===== src/rtl/shift_sub_divider.sv =====
// Sequential restoring divider: 2N-bit dividend / N-bit divisor, one quotient bit per clock.
// Optional overflow / divide-by-zero pre-check enabled by defining DIVIDER_OVF_CHECK_EN.
module shift_sub_divider #(
  parameter int N = 4
) (
  input  logic           clk,
  input  logic           rst,
  input  logic           st_i,
  input  logic [2*N-1:0] dividend_i,
  input  logic [N-1:0]   divisor_i,
  output logic [N-1:0]   quo_o,
  output logic [N-1:0]   rem_o,
  output logic           ovf_o,
  output logic           busy_o,
  output logic           done_o
);

  localparam int CW = $clog2(N);
  localparam logic [CW-1:0] LAST_CNT = CW'(N - 1);

  typedef enum logic [1:0] {
    IDLE,
    CHK,
    DIV,
    DONE
  } state_t;

  state_t         state, state_nx;
  logic [N:0]     r_q, r_nx;
  logic [N-1:0]   q_q, q_nx;
  logic [N-1:0]   d_q, d_nx;
  logic [CW-1:0]  cnt_q, cnt_nx;
  logic [N-1:0]   quo_nx, rem_nx;
  logic           ovf_nx;

  logic [N:0]     t_shift;
  logic [N:0]     t_diff;
  logic           sub_ok;

  // T is the upper half of {R,Q} << 1; a set R[N] would have pushed T past any divisor.
  assign t_shift = {r_q[N-1:0], q_q[N-1]};
  assign t_diff  = t_shift - {1'b0, d_q};
  assign sub_ok  = r_q[N] | (t_shift >= {1'b0, d_q});

`ifdef DIVIDER_OVF_CHECK_EN
  logic ovf_det;
  // A high half not below the divisor cannot yield an N-bit quotient; D=0 falls out too.
  assign ovf_det = (r_q[N-1:0] >= d_q);
`endif

  // NOTE: every *_nx signal gets a default first so no path through the case infers a latch.
  always_comb begin
    state_nx = state;
    r_nx     = r_q;
    q_nx     = q_q;
    d_nx     = d_q;
    cnt_nx   = cnt_q;
    quo_nx   = quo_o;
    rem_nx   = rem_o;
    ovf_nx   = ovf_o;

    case (state)
      IDLE: begin
        if (st_i) begin
          r_nx     = {1'b0, dividend_i[2*N-1:N]};
          q_nx     = dividend_i[N-1:0];
          d_nx     = divisor_i;
          state_nx = CHK;
        end
      end

      CHK: begin
        cnt_nx   = '0;
        state_nx = DIV;
`ifdef DIVIDER_OVF_CHECK_EN
        if (ovf_det) begin
          quo_nx   = '0;
          rem_nx   = '0;
          ovf_nx   = 1'b1;
          state_nx = DONE;
        end
`endif
      end

      DIV: begin
        r_nx   = sub_ok ? t_diff : t_shift;
        q_nx   = {q_q[N-2:0], sub_ok};
        cnt_nx = cnt_q + 1'b1;
        // Results are captured on the edge that enters DONE, including the final bit.
        if (cnt_q == LAST_CNT) begin
          quo_nx   = q_nx;
          rem_nx   = r_nx[N-1:0];
          ovf_nx   = 1'b0;
          state_nx = DONE;
        end
      end

      DONE: state_nx = IDLE;

      default: state_nx = IDLE;
    endcase
  end

  // NOTE: sequential state uses non-blocking assignments so every flop samples pre-edge values.
  always_ff @(posedge clk) begin
    if (rst) begin
      state <= IDLE;
      r_q   <= '0;
      q_q   <= '0;
      d_q   <= '0;
      cnt_q <= '0;
      quo_o <= '0;
      rem_o <= '0;
      ovf_o <= 1'b0;
    end else begin
      state <= state_nx;
      r_q   <= r_nx;
      q_q   <= q_nx;
      d_q   <= d_nx;
      cnt_q <= cnt_nx;
      quo_o <= quo_nx;
      rem_o <= rem_nx;
      ovf_o <= ovf_nx;
    end
  end

  assign busy_o = (state != IDLE);
  assign done_o = (state == DONE);

endmodule

===== config.mk =====
export PLATFORM = sky130hd
export DESIGN_NAME = shift_sub_divider
export DESIGN_NICKNAME = d
export VERILOG_FILES = /design/src/rtl/shift_sub_divider.sv
export SDC_FILE = /design/constraint.sdc
export NUM_CORES = 1
export LEC_CHECK = 0
export CAP_MARGIN = 25
export CORE_ASPECT_RATIO = 0.5
export CORE_MARGIN = 2
export CORE_UTILIZATION = 34
export DETAILED_ROUTE_END_ITERATION = 8
export PLACE_DENSITY = 0.62
export SYNTH_ARGS = -nofsm -noshare
export SYNTH_HDL_FRONTEND = slang
export SYNTH_SLANG_ARGS = --single-unit
export TNS_END_PERCENT = 20

===== constraint.sdc =====
create_clock -name clk -period 1.97 [get_ports clk]
set_input_delay 0.394 -clock clk [delete_from_list [all_inputs] [get_ports clk]]
set_output_delay 0.394 -clock clk [all_outputs]
set_load 0.02 [all_outputs]

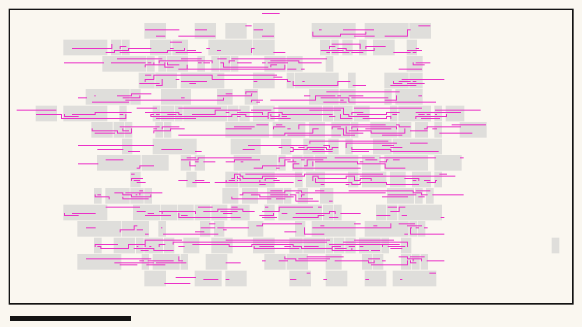
Figure 1: run 1, the metal 1 layer.
Scale bar: 20 microns. Cells faint in the background.
wire length on this layer: 1600 microns
main direction: horizontal
nets with wire on the layer: 199

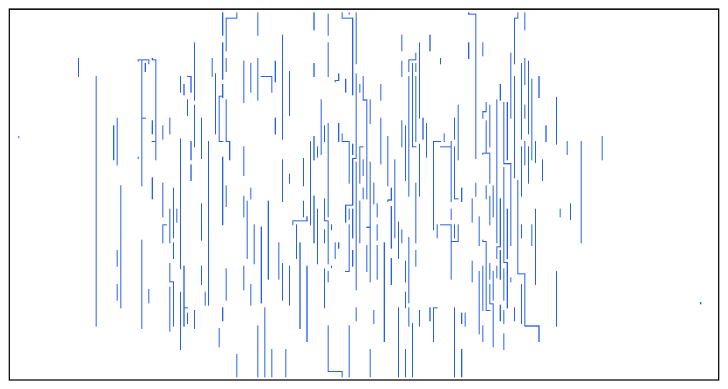
Figure 2: run 1, met2 routing.
share of all routed wire: 45%
main direction: vertical

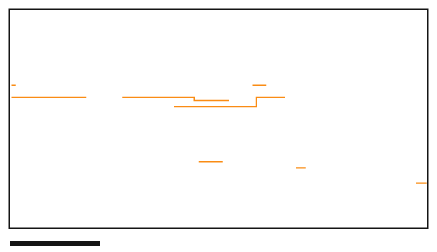
Figure 3: run 1, metal 3.
Scale bar: 20 microns.
share of all routed wire: 2.6%
main direction: horizontal
nets with wire on the layer: 8
longest straight run: 18.2 microns
wire length on this layer: 79.3 microns

==> CHANGELOG.md, run 1 <==
### Changed

* Outcome: complete, no violations
* Crit path DAT at 2.03 ns
* Antenna cell count at 0
* Finished Cell Area at 0.00175 sq mm
* Via density at 4.88
* FP Core Util at about a third
* Endpoints failing setup at 0
* CTS resizes at 0
* CTS tree: done
* GRT Total Usage at 14.6%
* Pwr dens at 1420 mW/mm^2
* Comb pwr share at about three fifths
* Die Ht at 48.3 microns
* CP max stage cell: ha_1
* Top Consumer: combinational logic
* Min-delay src: quo_o[3]
* Top layer reached by signal wires: met3
* Area growth syn-to-layout at 30.6%
* CP top delay family: AND-OR/OR-AND gates
* Synth logic family: AND-OR/OR-AND gates
* Seq share, synth at 37.5%
* Drt total wl at around 3100 microns
* RSZ-0062 raised after global routing: false
* TritonRoute pass-1 iters at 4
* Worst path bufs/invs at 1
* Tcrit/Tclk final at 93.3%
* Sw power at 1060 uW
* GP Congestion at 0.807
* GR Util met3 at under 10%
* Gr busiest metal: met2
* Crit Path Max Fanout at 6
* MUX area fraction at 4.59%
* Placed cells at 240
* Hold Path End: quo_o[3]
* Area fraction in xor and xnor cells at 1.31%
* Commonest flop: dfxtp_1
* P_seq at 698 uW
* Max Slew Vio Count at 0
* Ys cells at 158
* Die W at 92.7 microns
* Post-synth top area share at a little under two fifths
* Critical path depth at 7
* Yosys adder share at 8.99%
* Slowest stage delay, CP at around 0.37 ns
* Layout Skew at 0.0130 ns
* Endpoints failing hold at 0
* Detailed-route via count at 1191
* Worst hold path class: reg2reg
* Peak supply drop at 0.000455 V
* Commonest Layout Cell: dfxtp_1
* Max H-tree Level at 1
* Async set or reset register ratio after synthesis at 0%
* Maxcap violations at 0
* Synth Instances at 158
* Root buffer cell: clkbuf_8
* R2R Path Start: d_q[2]
* Largest net degree at the start of global routing at 14
* Post-synthesis cell type count at about 42
* Fillers at 381
* Port Buffers at 24
* Core box area at 0.00384 sq mm
* Iter 0 DRT Violations at between 80 and 90
* Sink Count at 25
* Synthesis area per yosys at 0.00134 sq mm
* Vias in the first global route at 1159
* Leak at 0.000684 uW
* Worst-margin pin slew at 0.618 ns
* Warnings from Yosys at 0
* Clock tree buffer depth at 2
* Reg2reg setup slack at between 0.1 and 0.15 ns
* Post-synth top area cell: dfxtp_1
* Remaining Overflow, GRT at 0
* Sum Neg Setup Slack at 0 ns
* WL met3 at 79 microns
* Initial antenna violation count at 0
* Data required, critical path at 2.16 ns
* AO/OA Area Share at 21.9%
* Worst setup endpoint: r_q[0]
* DR WL/cell at 12.5 microns
* Met1 usage at 19.8%
* CP Cell Sequence: inv_1 -> ha_1 -> a21oi_2 -> o21a_4 -> a2bb2oi_1 -> nand3_1 -> a221oi_2
## run 1: registers in the layout, summed over array words and instances, names as in the netlist
name	flops
r_q	5
d_q	4
q_q	4
quo_o	4
rem_o	4
cnt_q	2
state	2
## run 1: layout make-up
cell class	count	area, sq um	share of cell area, %
clock buffer	4	45.0	2.58
inverter	11	41.3	2.37
sequential	25	500	28.7
multi-input combinational	116	773	44.3
tap	54	67.6	3.87
timing repair buffer	34	318	18.2
## run 1: metrics by stage
step	hold WS [ns]	setup WS [ns]	util [%]	power, uW
2_1_floorplan	0.436	0.218	-	1760
3_3_place_gp	0.444	0.0428	44.0	2150
3_5_place_dp	0.446	0.0509	44.0	2170
4_1_cts	0.458	0.0117	45.2	2480
5_1_grt	0.495	0.00333	45.4	2690
6_report	0.454	0.132	45.4	2480
==> inputs of run 2 (changes only) <==
--- a/config.mk
+++ b/config.mk
@@ -10,5 +10,6 @@
 export CORE_MARGIN = 2
-export CORE_UTILIZATION = 34
+export CORE_UTILIZATION = 35
 export DETAILED_ROUTE_END_ITERATION = 8
-export PLACE_DENSITY = 0.62
+export PLACE_DENSITY = 0.64
+export RECOVER_POWER = 100
 export SYNTH_ARGS = -nofsm -noshare
--- a/constraint.sdc
+++ b/constraint.sdc
@@ -3,2 +3,2 @@
 set_output_delay 0.394 -clock clk [all_outputs]
-set_load 0.02 [all_outputs]
+set_load 0.1 [all_outputs]
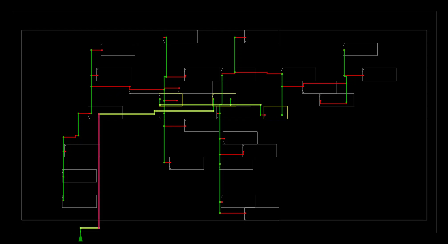
Figure 4: run 2, the clock network.
CTS Buf Count: 3
worst skew pair latency: 0.26 ns
flip-flops: 25
Sink Count: 25
clock group power: 294 uW

==> run 2 against run 1 <==
Sequential power fell by 0.7%; clock skew fell by 0.0092 ns; highest routed layer is now met4; clock-buffer cell count did not move; worst hold slack improved by 0.0026 ns; largest power group unchanged; final area fell by 3.9%; via count rose by 3.3%; critical endpoint is now rem_o[2]; combinational power rose by 7%; routed wire length rose by 2.6%; worst setup slack got worse by 0.0030 ns.
==> CHANGELOG.md, run 2 <==
### Changed

* Crit Path Max Fanout at 6 (unchanged)
* Comb pwr share at 61.8% (was 59.8%)
* WHS at 0.457 ns (was 0.454 ns)
* Crit path DAT at 1.97 ns (was 2.03 ns)
* Floorplan net count at 182 (unchanged)
* Seq share, synth at 37.5% (unchanged)
* Endpoints failing hold at 0 (unchanged)
* Log Warnings at 28 (unchanged)
* Fmax at 0.543 GHz (was 0.544 GHz)
* Peak supply drop at 0.000578 V (was 0.000455 V)
* Commonest Layout Cell: dfxtp_1 (unchanged)
* Dpl cell area at 0.00167 sq mm (was 0.00169 sq mm)
* Sw power at 1180 uW (was 1060 uW)
* Synthesis area per yosys at 0.00134 sq mm (unchanged)
* Area growth syn-to-layout at 25.5% (was 30.6%)
* Clk slew on worst S/H paths at 0.08 ns (was 0.09 ns)
* Max Slew Vio Count at 0 (unchanged)
* Sum Neg Setup Slack at 0 ns (unchanged)
* Finished Cell Area at 0.00168 sq mm (was 0.00175 sq mm)
* Layout Skew at 0.00385 ns (was 0.0130 ns)
* Comb. pwr at 1600 uW (was 1490 uW)
* Slew headroom at 62.9% (was 58.5%)
* GR Util met3 at 3.31% (was 3.58%)
* Fillers at 368 (was 381)
* Data required, critical path at 2.10 ns (was 2.16 ns)
* Max H-tree Level at 1 (unchanged)
* Worst hold path class: reg2reg (unchanged)
* FP Core Util at 37.7% (was 34.8%)
* Commonest flop: dfxtp_1 (unchanged)
* Root buffer cell: clkbuf_8 (unchanged)
* Final Util at 47.3% (was 45.4%)
* Setup WS pre-CTS at 0.0731 ns (was 0.0509 ns)
* Top layer reached by signal wires: met4 (was met3)
* Largest net degree at the start of global routing at 18 (was 14)
* Top Consumer: combinational logic (unchanged)
* Worst setup endpoint: rem_o[2] (was r_q[0])
* GRT Total Usage at 15.9% (was 14.6%)
* Antenna Nets Post-Route at 0 (unchanged)
* Mapped cell area at 0.00134 sq mm (unchanged)
* Final std cells w/o fill at 239 (was 244)
* Remaining Overflow, GRT at 0 (unchanged)
* CP startpoint kind: flop (unchanged)
* MUX area fraction at 4.59% (unchanged)
* Synth flops at 25 (unchanged)
* CTS tree: done (unchanged)
* Share of cells above drive strength 1 at 18.1% (was 13.2%)
* AO/OA Area Share at 21.9% (unchanged)
* Async set or reset register ratio after synthesis at 0% (unchanged)
* Maxcap violations at 0 (unchanged)
* P_seq at 693 uW (was 698 uW)
* Largest register FFs at 5 (unchanged)
* Area fraction in xor and xnor cells at 1.31% (unchanged)
* Ys cells at 158 (unchanged)
* TritonRoute pass-1 iters at 4 (unchanged)
* Die Ht at 47.7 microns (was 48.3 microns)
* Clock tree buffer depth at 2 (unchanged)
* Core box area at 0.00355 sq mm (was 0.00384 sq mm)
* Synth top cell by count: dfxtp_1 (unchanged)
* CP Launch Point: d_q[2] (unchanged)
* Outcome: complete, no violations (unchanged)
* Post-synth EDFFs at 0 (unchanged)
* Post-CTS Hold Buffers at 0 (unchanged)
* Die area at 0.00436 sq mm (was 0.00448 sq mm)
* Met2 WL post-DR at 1440 microns (was 1380 microns)
* Antenna cell count at 0 (unchanged)
* Reg2reg setup slack at 0.13 ns (about the same)
* Drt total wl at 3140 microns (was 3060 microns)
* CP Cell Sequence: inv_1 -> ha_1 -> nand2_2 -> o21a_4 -> o21ai_2 -> mux2i_1 -> a21oi_1 (was inv_1 -> ha_1 -> a21oi_2 -> o21a_4 -> a2bb2oi_1 -> nand3_1 -> a221oi_2)
* Leak at 0.000672 uW (was 0.000684 uW)
* Crit path kind: reg2reg (unchanged)
* Top reg by flops: r_q (unchanged)
* Post-synth top area cell: dfxtp_1 (unchanged)
* WL met3 at 106 microns (was 79 microns)
* GP Congestion at 0.870 (was 0.807)
* Worst R2R End: rem_o[2] (was r_q[0])
* Min-delay src: quo_o[2] (was quo_o[3])
* Crit path time final at 1.84 ns (about the same)
* RSZ-0062 raised after global routing: false (unchanged)
* Endpoints failing setup at 0 (unchanged)
* Slowest stage delay, CP at 0.41 ns (was 0.37 ns)
* DR WL/cell at 13.1 microns (was 12.5 microns)
* Synth logic family: AND-OR/OR-AND gates (unchanged)
* Commonest cells in the netlist: dfxtp_1 (25), nand2_1 (22), a21oi_1 (21) (unchanged)
* Warnings from Yosys at 0 (unchanged)
* Iter 0 DRT Violations at 71 (was 87)
* CTS resizes at 0 (unchanged)
* Initial antenna violation count at 0 (unchanged)
* Detailed-route via count at 1230 (was 1191)
* Tcrit/Tclk final at 93.5% (was 93.3%)
* Post-synth top area share at 37.5% (unchanged)
* Pwr dens at 1540 mW/mm^2 (was 1420 mW/mm^2)
* Post-synthesis cell type count at 42 (unchanged)
* Tot Pwr at 2580 uW (was 2480 uW)
* Clock group share of total power at 11.4% (was 12.0%)
* R2R Path Start: d_q[2] (unchanged)
* Worst-margin pin slew at 0.553 ns (was 0.618 ns)
* Synth Instances at 158 (unchanged)
* Gr busiest metal: met2 (unchanged)
* Met1 usage at 20.8% (was 19.8%)
* Crit end category: flop (unchanged)
* Setup ws final at 0.129 ns (was 0.132 ns)
* Vias in the first global route at 1160 (was 1159)
* Die W at 91.4 microns (was 92.7 microns)
* Port Buffers at 24 (unchanged)
* CP max stage cell: ha_1 (unchanged)
* Yosys adder share at 8.99% (unchanged)
* Via density at 5.15 (was 4.88)
* Placed cells at 235 (was 240)
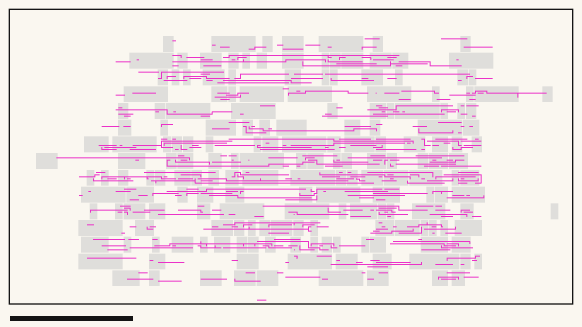
Figure 5: run 2, the metal 1 layer.
Scale bar: 20 microns. Cells faint in the background.
wire length on this layer: 1560 microns
main direction: horizontal
nets with wire on the layer: 190
longest straight run: 29.0 microns
share of all routed wire: 50%

==> run 2: cell counts after synthesis <==
Identical to the previous run, type by type.
==> run 2: worst min path at each step <==
stage                          end  cells after the start
final                     quo_o[2]                      2
after detailed placement    d_q[2]                      2
after global placement    quo_o[3]                      2
after global routing      quo_o[3]                      2
after CTS                 quo_o[2]                      2
after floorplan             d_q[2]                      2
==> run 2: final cells by class <==
cell class	count	area (sq um)	share of cell area [%]
multi-input cells	116	776	46.3
flip-flops and latches	25	500	29.9
repair buffers	32	250	14.9
well taps	51	63.8	3.81
clock buffers	4	45.0	2.69
inverters	11	41.3	2.46
==> run 2: worst max-delay path: cells and delay by family, from the launching register on <==
family	cells	cell delay, ns
mux	1	0.33
compound gates	3	0.51
simple gates	1	0.09
buf+inv	1	0.04
flops	1	0.33
fa+ha+maj	1	0.41
Power figures rest on the tool's default switching activity, not on a simulated workload.
